Figure 1. Gate families picked out.
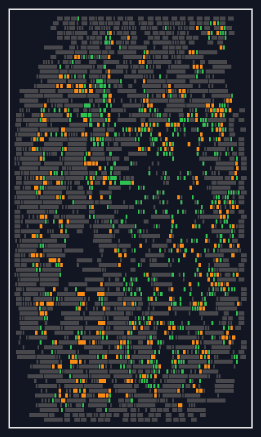
Figure 2. M2 wires.
Cells faint in the background.
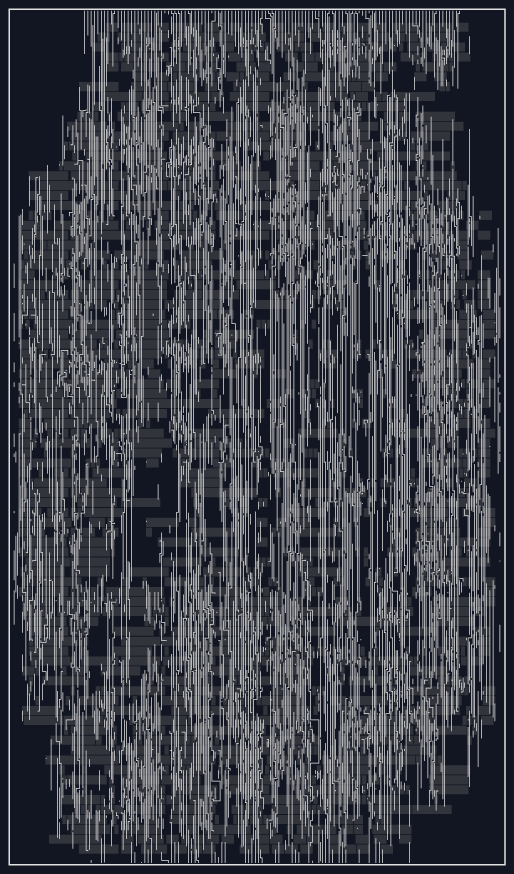
<file path="src/rtl/store_buffer_lsu_if.sv">
// store_buffer_lsu_if: bundles the MEM-stage load/store handshake, the status
// outputs and the single-port data-memory connection of the store-buffer LSU.
// slave  = the LSU side, master = the pipeline / memory environment side.
interface store_buffer_lsu_if #(
    parameter int DEPTH = 4
) ();
    localparam int CW = $clog2(DEPTH) + 1;

    logic          w_st_valid;
    logic          w_st_ready;
    logic [31:0]   w_st_addr_32;
    logic [31:0]   w_st_data_32;
    logic          w_st_byte_op;
    logic          w_ld_valid;
    logic [31:0]   w_ld_addr_32;
    logic          w_ld_byte_op;
    logic          w_ld_signed;
    logic          w_ld_hazard;
    logic [31:0]   w_ld_data_32;
    logic          w_misaligned;
    logic          w_empty;
    logic [CW-1:0] w_count;
    logic [31:0]   w_mem_addr_32;
    logic [31:0]   w_mem_data_32;
    logic          w_mem_en;
    logic          w_mem_write_op;
    logic          w_mem_byte_op;
    logic [31:0]   w_mem_rdata_32;
    logic [7:0]    w_mem_rdata_8;

    modport slave (
        input  w_st_valid, w_st_addr_32, w_st_data_32, w_st_byte_op,
        input  w_ld_valid, w_ld_addr_32, w_ld_byte_op, w_ld_signed,
        input  w_mem_rdata_32, w_mem_rdata_8,
        output w_st_ready, w_ld_hazard, w_ld_data_32, w_misaligned, w_empty, w_count,
        output w_mem_addr_32, w_mem_data_32, w_mem_en, w_mem_write_op, w_mem_byte_op
    );

    modport master (
        output w_st_valid, w_st_addr_32, w_st_data_32, w_st_byte_op,
        output w_ld_valid, w_ld_addr_32, w_ld_byte_op, w_ld_signed,
        output w_mem_rdata_32, w_mem_rdata_8,
        input  w_st_ready, w_ld_hazard, w_ld_data_32, w_misaligned, w_empty, w_count,
        input  w_mem_addr_32, w_mem_data_32, w_mem_en, w_mem_write_op, w_mem_byte_op
    );
endinterface

</file>
<file path="src/rtl/store_buffer_lsu.sv">
// store_buffer_lsu: load/store unit with a DEPTH-entry posted-store FIFO in
// front of a single-port data memory. Loads own the port; stores drain one per
// cycle whenever the port is free. A load that word-matches a pending (or
// concurrent) store stalls until that store has drained.
// Optional feature macro: STORE_FWD_EN -- forwards data from the youngest
// matching store for the word/word, word/byte and exact byte/byte cases.
module store_buffer_lsu #(
    parameter int DEPTH = 4
) (
    input logic               clock,
    input logic               reset_n,
    store_buffer_lsu_if.slave bus
);
    localparam int PW = $clog2(DEPTH);
    localparam int CW = PW + 1;
    localparam logic [CW-1:0] FULL_CNT = CW'(DEPTH);

    typedef logic [PW-1:0] ptr_t;

    // Sign/zero extension of a loaded or forwarded byte
    function automatic logic [31:0] ext_byte(input logic [7:0] b, input logic sgn);
        return {{24{sgn & b[7]}}, b};
    endfunction

    // FIFO storage and control state
    logic [31:0]      ent_addr_q [DEPTH];
    logic [31:0]      ent_data_q [DEPTH];
    logic [DEPTH-1:0] ent_byte_q;
    logic [DEPTH-1:0] ent_vld_q;
    logic [DEPTH-1:0] ent_vld_d;
    ptr_t             rd_ptr_q;
    ptr_t             rd_ptr_d;
    ptr_t             wr_ptr_q;
    ptr_t             wr_ptr_d;
    logic [CW-1:0]    count_q;
    logic [CW-1:0]    count_d;
    logic             misal_q;
    logic             misal_d;

    // Request decode
    logic        st_misal_s;
    logic        ld_misal_s;
    logic        q_hit_s;
    logic        st_hit_s;
    logic        any_hit_s;
    logic        hazard_s;
    logic        fwd_take_s;
    logic [31:0] fwd_val_s;
    logic        ld_grant_s;
    logic        push_s;
    logic        pop_s;
    logic        st_ready_s;

    // Port / result drive
    logic [31:0] mem_addr_s;
    logic [31:0] mem_data_s;
    logic        mem_en_s;
    logic        mem_wr_s;
    logic        mem_byte_s;
    logic [31:0] ld_data_s;

    assign st_ready_s = (count_q != FULL_CNT);

    // Alignment checks and word-address matches against queued and concurrent stores
    always_comb begin
        st_misal_s = bus.w_st_valid & ~bus.w_st_byte_op & (bus.w_st_addr_32[1:0] != 2'd0);
        ld_misal_s = bus.w_ld_valid & ~bus.w_ld_byte_op & (bus.w_ld_addr_32[1:0] != 2'd0);
        q_hit_s    = 1'b0;
        for (int i = 0; i < DEPTH; i++) begin
            q_hit_s = q_hit_s | (ent_vld_q[i] & (ent_addr_q[i][31:2] == bus.w_ld_addr_32[31:2]));
        end
        st_hit_s  = bus.w_st_valid & (bus.w_st_addr_32[31:2] == bus.w_ld_addr_32[31:2]);
        any_hit_s = bus.w_ld_valid & ~ld_misal_s & (q_hit_s | st_hit_s);
    end

`ifdef STORE_FWD_EN
    logic        fwd_found_s;
    logic        fwd_bad_s;
    logic        fwd_byte_s;
    logic        fwd_ok_s;
    logic [31:0] fwd_addr_s;
    logic [31:0] fwd_data_s;
    logic [7:0]  fwd_lane_s;
    ptr_t        scan_idx_s;

    // Pick the youngest matching store (concurrent store is youngest) and decide if it can forward
    always_comb begin
        fwd_found_s = 1'b0;
        fwd_bad_s   = 1'b0;
        fwd_byte_s  = 1'b0;
        fwd_addr_s  = 32'h0000_0000;
        fwd_data_s  = 32'h0000_0000;
        scan_idx_s  = rd_ptr_q;
        for (int k = 0; k < DEPTH; k++) begin
            scan_idx_s = rd_ptr_q + ptr_t'(k);
            if ((CW'(k) < count_q) &&
                (ent_addr_q[scan_idx_s][31:2] == bus.w_ld_addr_32[31:2])) begin
                fwd_found_s = 1'b1;
                fwd_bad_s   = 1'b0;
                fwd_byte_s  = ent_byte_q[scan_idx_s];
                fwd_addr_s  = ent_addr_q[scan_idx_s];
                fwd_data_s  = ent_data_q[scan_idx_s];
            end else begin
                fwd_found_s = fwd_found_s;
            end
        end
        if (st_hit_s) begin
            // a misaligned concurrent word store is never enqueued, so it cannot source data
            fwd_found_s = 1'b1;
            fwd_bad_s   = st_misal_s;
            fwd_byte_s  = bus.w_st_byte_op;
            fwd_addr_s  = bus.w_st_addr_32;
            fwd_data_s  = bus.w_st_data_32;
        end else begin
            fwd_found_s = fwd_found_s;
        end

        case (bus.w_ld_addr_32[1:0])
            2'd0:    fwd_lane_s = fwd_data_s[31:24];
            2'd1:    fwd_lane_s = fwd_data_s[23:16];
            2'd2:    fwd_lane_s = fwd_data_s[15:8];
            default: fwd_lane_s = fwd_data_s[7:0];
        endcase

        if (!fwd_found_s || fwd_bad_s) begin
            fwd_ok_s = 1'b0;
        end else if (!fwd_byte_s) begin
            fwd_ok_s = 1'b1;
        end else if (bus.w_ld_byte_op && (fwd_addr_s == bus.w_ld_addr_32)) begin
            fwd_ok_s = 1'b1;
        end else begin
            fwd_ok_s = 1'b0;
        end

        if (!bus.w_ld_byte_op) begin
            fwd_val_s = fwd_data_s;
        end else if (!fwd_byte_s) begin
            fwd_val_s = ext_byte(fwd_lane_s, bus.w_ld_signed);
        end else begin
            fwd_val_s = ext_byte(fwd_data_s[7:0], bus.w_ld_signed);
        end

        fwd_take_s = any_hit_s & fwd_ok_s;
        hazard_s   = any_hit_s & ~fwd_ok_s;
    end
`else
    // Without forwarding every word match stalls the load
    always_comb begin
        fwd_take_s = 1'b0;
        fwd_val_s  = 32'h0000_0000;
        hazard_s   = any_hit_s;
    end
`endif

    // Memory port arbitration: granted load first, else drain the FIFO head
    always_comb begin
        mem_addr_s = 32'h0000_0000;
        mem_data_s = 32'h0000_0000;
        mem_en_s   = 1'b0;
        mem_wr_s   = 1'b0;
        mem_byte_s = 1'b0;
        pop_s      = 1'b0;
        ld_data_s  = 32'h0000_0000;
        ld_grant_s = bus.w_ld_valid & ~ld_misal_s & ~hazard_s & ~fwd_take_s;
        if (ld_grant_s) begin
            mem_en_s   = 1'b1;
            mem_addr_s = bus.w_ld_addr_32;
            mem_byte_s = bus.w_ld_byte_op;
            if (bus.w_ld_byte_op) begin
                ld_data_s = ext_byte(bus.w_mem_rdata_8, bus.w_ld_signed);
            end else begin
                ld_data_s = bus.w_mem_rdata_32;
            end
        end else if ((count_q != {CW{1'b0}}) && reset_n) begin
            // no drain while reset is asserted: pending stores are being discarded
            mem_en_s   = 1'b1;
            mem_wr_s   = 1'b1;
            mem_addr_s = ent_addr_q[rd_ptr_q];
            mem_data_s = ent_data_q[rd_ptr_q];
            mem_byte_s = ent_byte_q[rd_ptr_q];
            pop_s      = 1'b1;
            ld_data_s  = fwd_take_s ? fwd_val_s : 32'h0000_0000;
        end else begin
            ld_data_s  = fwd_take_s ? fwd_val_s : 32'h0000_0000;
        end
    end

    // FIFO next-state: push/pop, pointer wrap, occupancy and misalignment pulse
    always_comb begin
        push_s    = bus.w_st_valid & st_ready_s & ~st_misal_s;
        rd_ptr_d  = pop_s  ? rd_ptr_q + ptr_t'(1) : rd_ptr_q;
        wr_ptr_d  = push_s ? wr_ptr_q + ptr_t'(1) : wr_ptr_q;
        count_d   = count_q + CW'(push_s) - CW'(pop_s);
        ent_vld_d = ent_vld_q;
        if (pop_s) begin
            ent_vld_d[rd_ptr_q] = 1'b0;
        end else begin
            ent_vld_d = ent_vld_d;
        end
        if (push_s) begin
            ent_vld_d[wr_ptr_q] = 1'b1;
        end else begin
            ent_vld_d = ent_vld_d;
        end
        misal_d = st_misal_s | ld_misal_s;
    end

    // State registers with synchronous active-low reset
    always_ff @(posedge clock) begin
        if (!reset_n) begin
            rd_ptr_q   <= '0;
            wr_ptr_q   <= '0;
            count_q    <= '0;
            ent_vld_q  <= '0;
            ent_byte_q <= '0;
            misal_q    <= 1'b0;
            for (int i = 0; i < DEPTH; i++) begin
                ent_addr_q[i] <= 32'h0000_0000;
                ent_data_q[i] <= 32'h0000_0000;
            end
        end else begin
            rd_ptr_q  <= rd_ptr_d;
            wr_ptr_q  <= wr_ptr_d;
            count_q   <= count_d;
            ent_vld_q <= ent_vld_d;
            misal_q   <= misal_d;
            if (push_s) begin
                ent_addr_q[wr_ptr_q] <= bus.w_st_addr_32;
                ent_data_q[wr_ptr_q] <= bus.w_st_data_32;
                ent_byte_q[wr_ptr_q] <= bus.w_st_byte_op;
            end
        end
    end

    assign bus.w_st_ready     = st_ready_s;
    assign bus.w_ld_hazard    = hazard_s;
    assign bus.w_ld_data_32   = ld_data_s;
    assign bus.w_misaligned   = misal_q;
    assign bus.w_empty        = (count_q == {CW{1'b0}});
    assign bus.w_count        = count_q;
    assign bus.w_mem_addr_32  = mem_addr_s;
    assign bus.w_mem_data_32  = mem_data_s;
    assign bus.w_mem_en       = mem_en_s;
    assign bus.w_mem_write_op = mem_wr_s;
    assign bus.w_mem_byte_op  = mem_byte_s;
endmodule

</file>
<file path="src/flat_wrapper.sv">
// flat-port wrapper written by rule: the top's interface ports become plain ports
module store_buffer_lsu_flat 
#(
    parameter int DEPTH = 4
)
  (clock, reset_n, bus_w_st_valid, bus_w_st_addr_32, bus_w_st_data_32, bus_w_st_byte_op, bus_w_ld_valid, bus_w_ld_addr_32, bus_w_ld_byte_op, bus_w_ld_signed, bus_w_mem_rdata_32, bus_w_mem_rdata_8, bus_w_st_ready, bus_w_ld_hazard, bus_w_ld_data_32, bus_w_misaligned, bus_w_empty, bus_w_count, bus_w_mem_addr_32, bus_w_mem_data_32, bus_w_mem_en, bus_w_mem_write_op, bus_w_mem_byte_op);
  store_buffer_lsu_if #(.DEPTH(DEPTH)) bus_i ();
  input logic clock;
  input logic reset_n;
  input wire logic [$bits(bus_i.w_st_valid)-1:0] bus_w_st_valid;
  input wire logic [$bits(bus_i.w_st_addr_32)-1:0] bus_w_st_addr_32;
  input wire logic [$bits(bus_i.w_st_data_32)-1:0] bus_w_st_data_32;
  input wire logic [$bits(bus_i.w_st_byte_op)-1:0] bus_w_st_byte_op;
  input wire logic [$bits(bus_i.w_ld_valid)-1:0] bus_w_ld_valid;
  input wire logic [$bits(bus_i.w_ld_addr_32)-1:0] bus_w_ld_addr_32;
  input wire logic [$bits(bus_i.w_ld_byte_op)-1:0] bus_w_ld_byte_op;
  input wire logic [$bits(bus_i.w_ld_signed)-1:0] bus_w_ld_signed;
  input wire logic [$bits(bus_i.w_mem_rdata_32)-1:0] bus_w_mem_rdata_32;
  input wire logic [$bits(bus_i.w_mem_rdata_8)-1:0] bus_w_mem_rdata_8;
  output wire logic [$bits(bus_i.w_st_ready)-1:0] bus_w_st_ready;
  output wire logic [$bits(bus_i.w_ld_hazard)-1:0] bus_w_ld_hazard;
  output wire logic [$bits(bus_i.w_ld_data_32)-1:0] bus_w_ld_data_32;
  output wire logic [$bits(bus_i.w_misaligned)-1:0] bus_w_misaligned;
  output wire logic [$bits(bus_i.w_empty)-1:0] bus_w_empty;
  output wire logic [$bits(bus_i.w_count)-1:0] bus_w_count;
  output wire logic [$bits(bus_i.w_mem_addr_32)-1:0] bus_w_mem_addr_32;
  output wire logic [$bits(bus_i.w_mem_data_32)-1:0] bus_w_mem_data_32;
  output wire logic [$bits(bus_i.w_mem_en)-1:0] bus_w_mem_en;
  output wire logic [$bits(bus_i.w_mem_write_op)-1:0] bus_w_mem_write_op;
  output wire logic [$bits(bus_i.w_mem_byte_op)-1:0] bus_w_mem_byte_op;
  assign bus_i.w_st_valid = bus_w_st_valid;
  assign bus_i.w_st_addr_32 = bus_w_st_addr_32;
  assign bus_i.w_st_data_32 = bus_w_st_data_32;
  assign bus_i.w_st_byte_op = bus_w_st_byte_op;
  assign bus_i.w_ld_valid = bus_w_ld_valid;
  assign bus_i.w_ld_addr_32 = bus_w_ld_addr_32;
  assign bus_i.w_ld_byte_op = bus_w_ld_byte_op;
  assign bus_i.w_ld_signed = bus_w_ld_signed;
  assign bus_i.w_mem_rdata_32 = bus_w_mem_rdata_32;
  assign bus_i.w_mem_rdata_8 = bus_w_mem_rdata_8;
  assign bus_w_st_ready = bus_i.w_st_ready;
  assign bus_w_ld_hazard = bus_i.w_ld_hazard;
  assign bus_w_ld_data_32 = bus_i.w_ld_data_32;
  assign bus_w_misaligned = bus_i.w_misaligned;
  assign bus_w_empty = bus_i.w_empty;
  assign bus_w_count = bus_i.w_count;
  assign bus_w_mem_addr_32 = bus_i.w_mem_addr_32;
  assign bus_w_mem_data_32 = bus_i.w_mem_data_32;
  assign bus_w_mem_en = bus_i.w_mem_en;
  assign bus_w_mem_write_op = bus_i.w_mem_write_op;
  assign bus_w_mem_byte_op = bus_i.w_mem_byte_op;
  store_buffer_lsu #(.DEPTH(DEPTH)) u_core (.clock(clock), .reset_n(reset_n), .bus(bus_i));
endmodule
</file>
<file path="config.mk">
export PLATFORM = sky130hd
export DESIGN_NAME = store_buffer_lsu_flat
export DESIGN_NICKNAME = d
export VERILOG_FILES = /design/src/rtl/store_buffer_lsu_if.sv /design/src/rtl/store_buffer_lsu.sv /design/src/flat_wrapper.sv
export SDC_FILE = /design/constraint.sdc
export NUM_CORES = 1
export LEC_CHECK = 0
export ABC_AREA = 1
export CAP_MARGIN = 20
export CORE_ASPECT_RATIO = 1.75
export CORE_MARGIN = 2
export CORE_UTILIZATION = 49
export DETAILED_ROUTE_END_ITERATION = 16
export PLACE_DENSITY = 0.89
export SYNTH_ARGS = -nofsm -noshare
export SYNTH_HDL_FRONTEND = slang
export SYNTH_SLANG_ARGS = --single-unit
</file>
<file path="constraint.sdc">
create_clock -name clock -period 6.7 [get_ports clock]
set_input_delay 1.34 -clock clock [delete_from_list [all_inputs] [get_ports clock]]
set_output_delay 1.34 -clock clock [all_outputs]
set_load 0.02 [all_outputs]
</file>
==> summary.txt <==
flow finished, numbers: Remaining DRCs 0, Multi-input gate area 5770 um2, Reg-to-Reg Start u_core.ent_addr_q[3][21], gr busiest metal met2, crit end category output port, Net Switching 2.09 mW, CP Launch Type primary input, GPL Wtd Cong 1.01, Synthesized Nets 1964, vias in the first global route 13435, post-synthesis cell count from yosys 1810, worst vdd ir 0.276 mV, Yosys Warn Count 0, Worst EP arrival 5010 ps, clk root buf clkbuf_16, worst endpoint required time around 5400 ps, M3 GR Usage 4.97%, yosys xor share 3.12%, met2 WL post-DR between 20000 and 30000 um, die extent in x 136 um, outcome complete, no violations, gr usage total 34.1%, Comb pwr share 31.6%, placed cells 2372, Max clock buf depth 3, Cell area leaders edfxtp_1 (52%), nand2_1 (11%), nor2_1 (10%), a21oi_1 (4.3%), inv_1 (4.2%), Hold Path Class reg -> reg, yosys simple share 22.7%, Place WS 479 ps, cell area after layout 18600 um2, largest net degree at the start of global routing between 60 and 70, CP dominant cell by count nand2_1, FP Rows roughly 84, Hold Violations, Final 0, chip area in the Yosys report 14900 um2, fin nets roughly 2200, Antenna Nets Post-Route 0, Die Area ~32000 um2, Worst R2R End u_core.bus.w_count[1], Latency at later pin 560 ps, clock skew 12.4 ps, final core occ 62.0%, Register-to-Register Path Depth 21, yosys adder share 0.975%, kind of critical path in -> out
-- Figure 1 (at the start) --
NAND gates -> green  # cells 463, most used nand2_1, where spread over the die
inverting AOI/OAI gates -> orange  # cells 309, most used a21oi_1, where spread over the die
most instantiated logic cell after routing: nand2_1
Comb area share: 31.1%
Non-Filler Instances: 2422

-- Figure 2 (at the start) --
nets with wire on the layer = 1788
share of all routed wire = 51%
longest straight run = 79.9 um
main direction = vertical
Via Count: 13746
Total Routed Length: 55300 um
M2 GR Usage: 60.6%

[worst min-delay path by stage]
stage                         startpoint                   end  cells past startpoint
floorplan           u_core.ent_byte_q[1]  u_core.ent_byte_q[1]                      2
global placement    u_core.ent_byte_q[2]  u_core.ent_byte_q[2]                      2
detailed placement  u_core.ent_byte_q[1]  u_core.ent_byte_q[1]                      2
CTS                 u_core.ent_byte_q[1]  u_core.ent_byte_q[1]                      2
global route         u_core.ent_vld_q[1]   u_core.ent_vld_q[1]                      2
finish              u_core.ent_byte_q[1]  u_core.ent_byte_q[1]                      2
[layout make-up]
cell class	instances	share of cell area (%)
Multi-Input combinational cell	1252	31.1
Tap cell	387	2.61
Clock buffer	33	3.87
Clock inverter	17	0.836
Timing Repair Buffer	273	14.5
Sequential cell	274	43.4
Inverter	186	3.78
Power figures rest on the tool's default switching activity, not on a simulated workload.
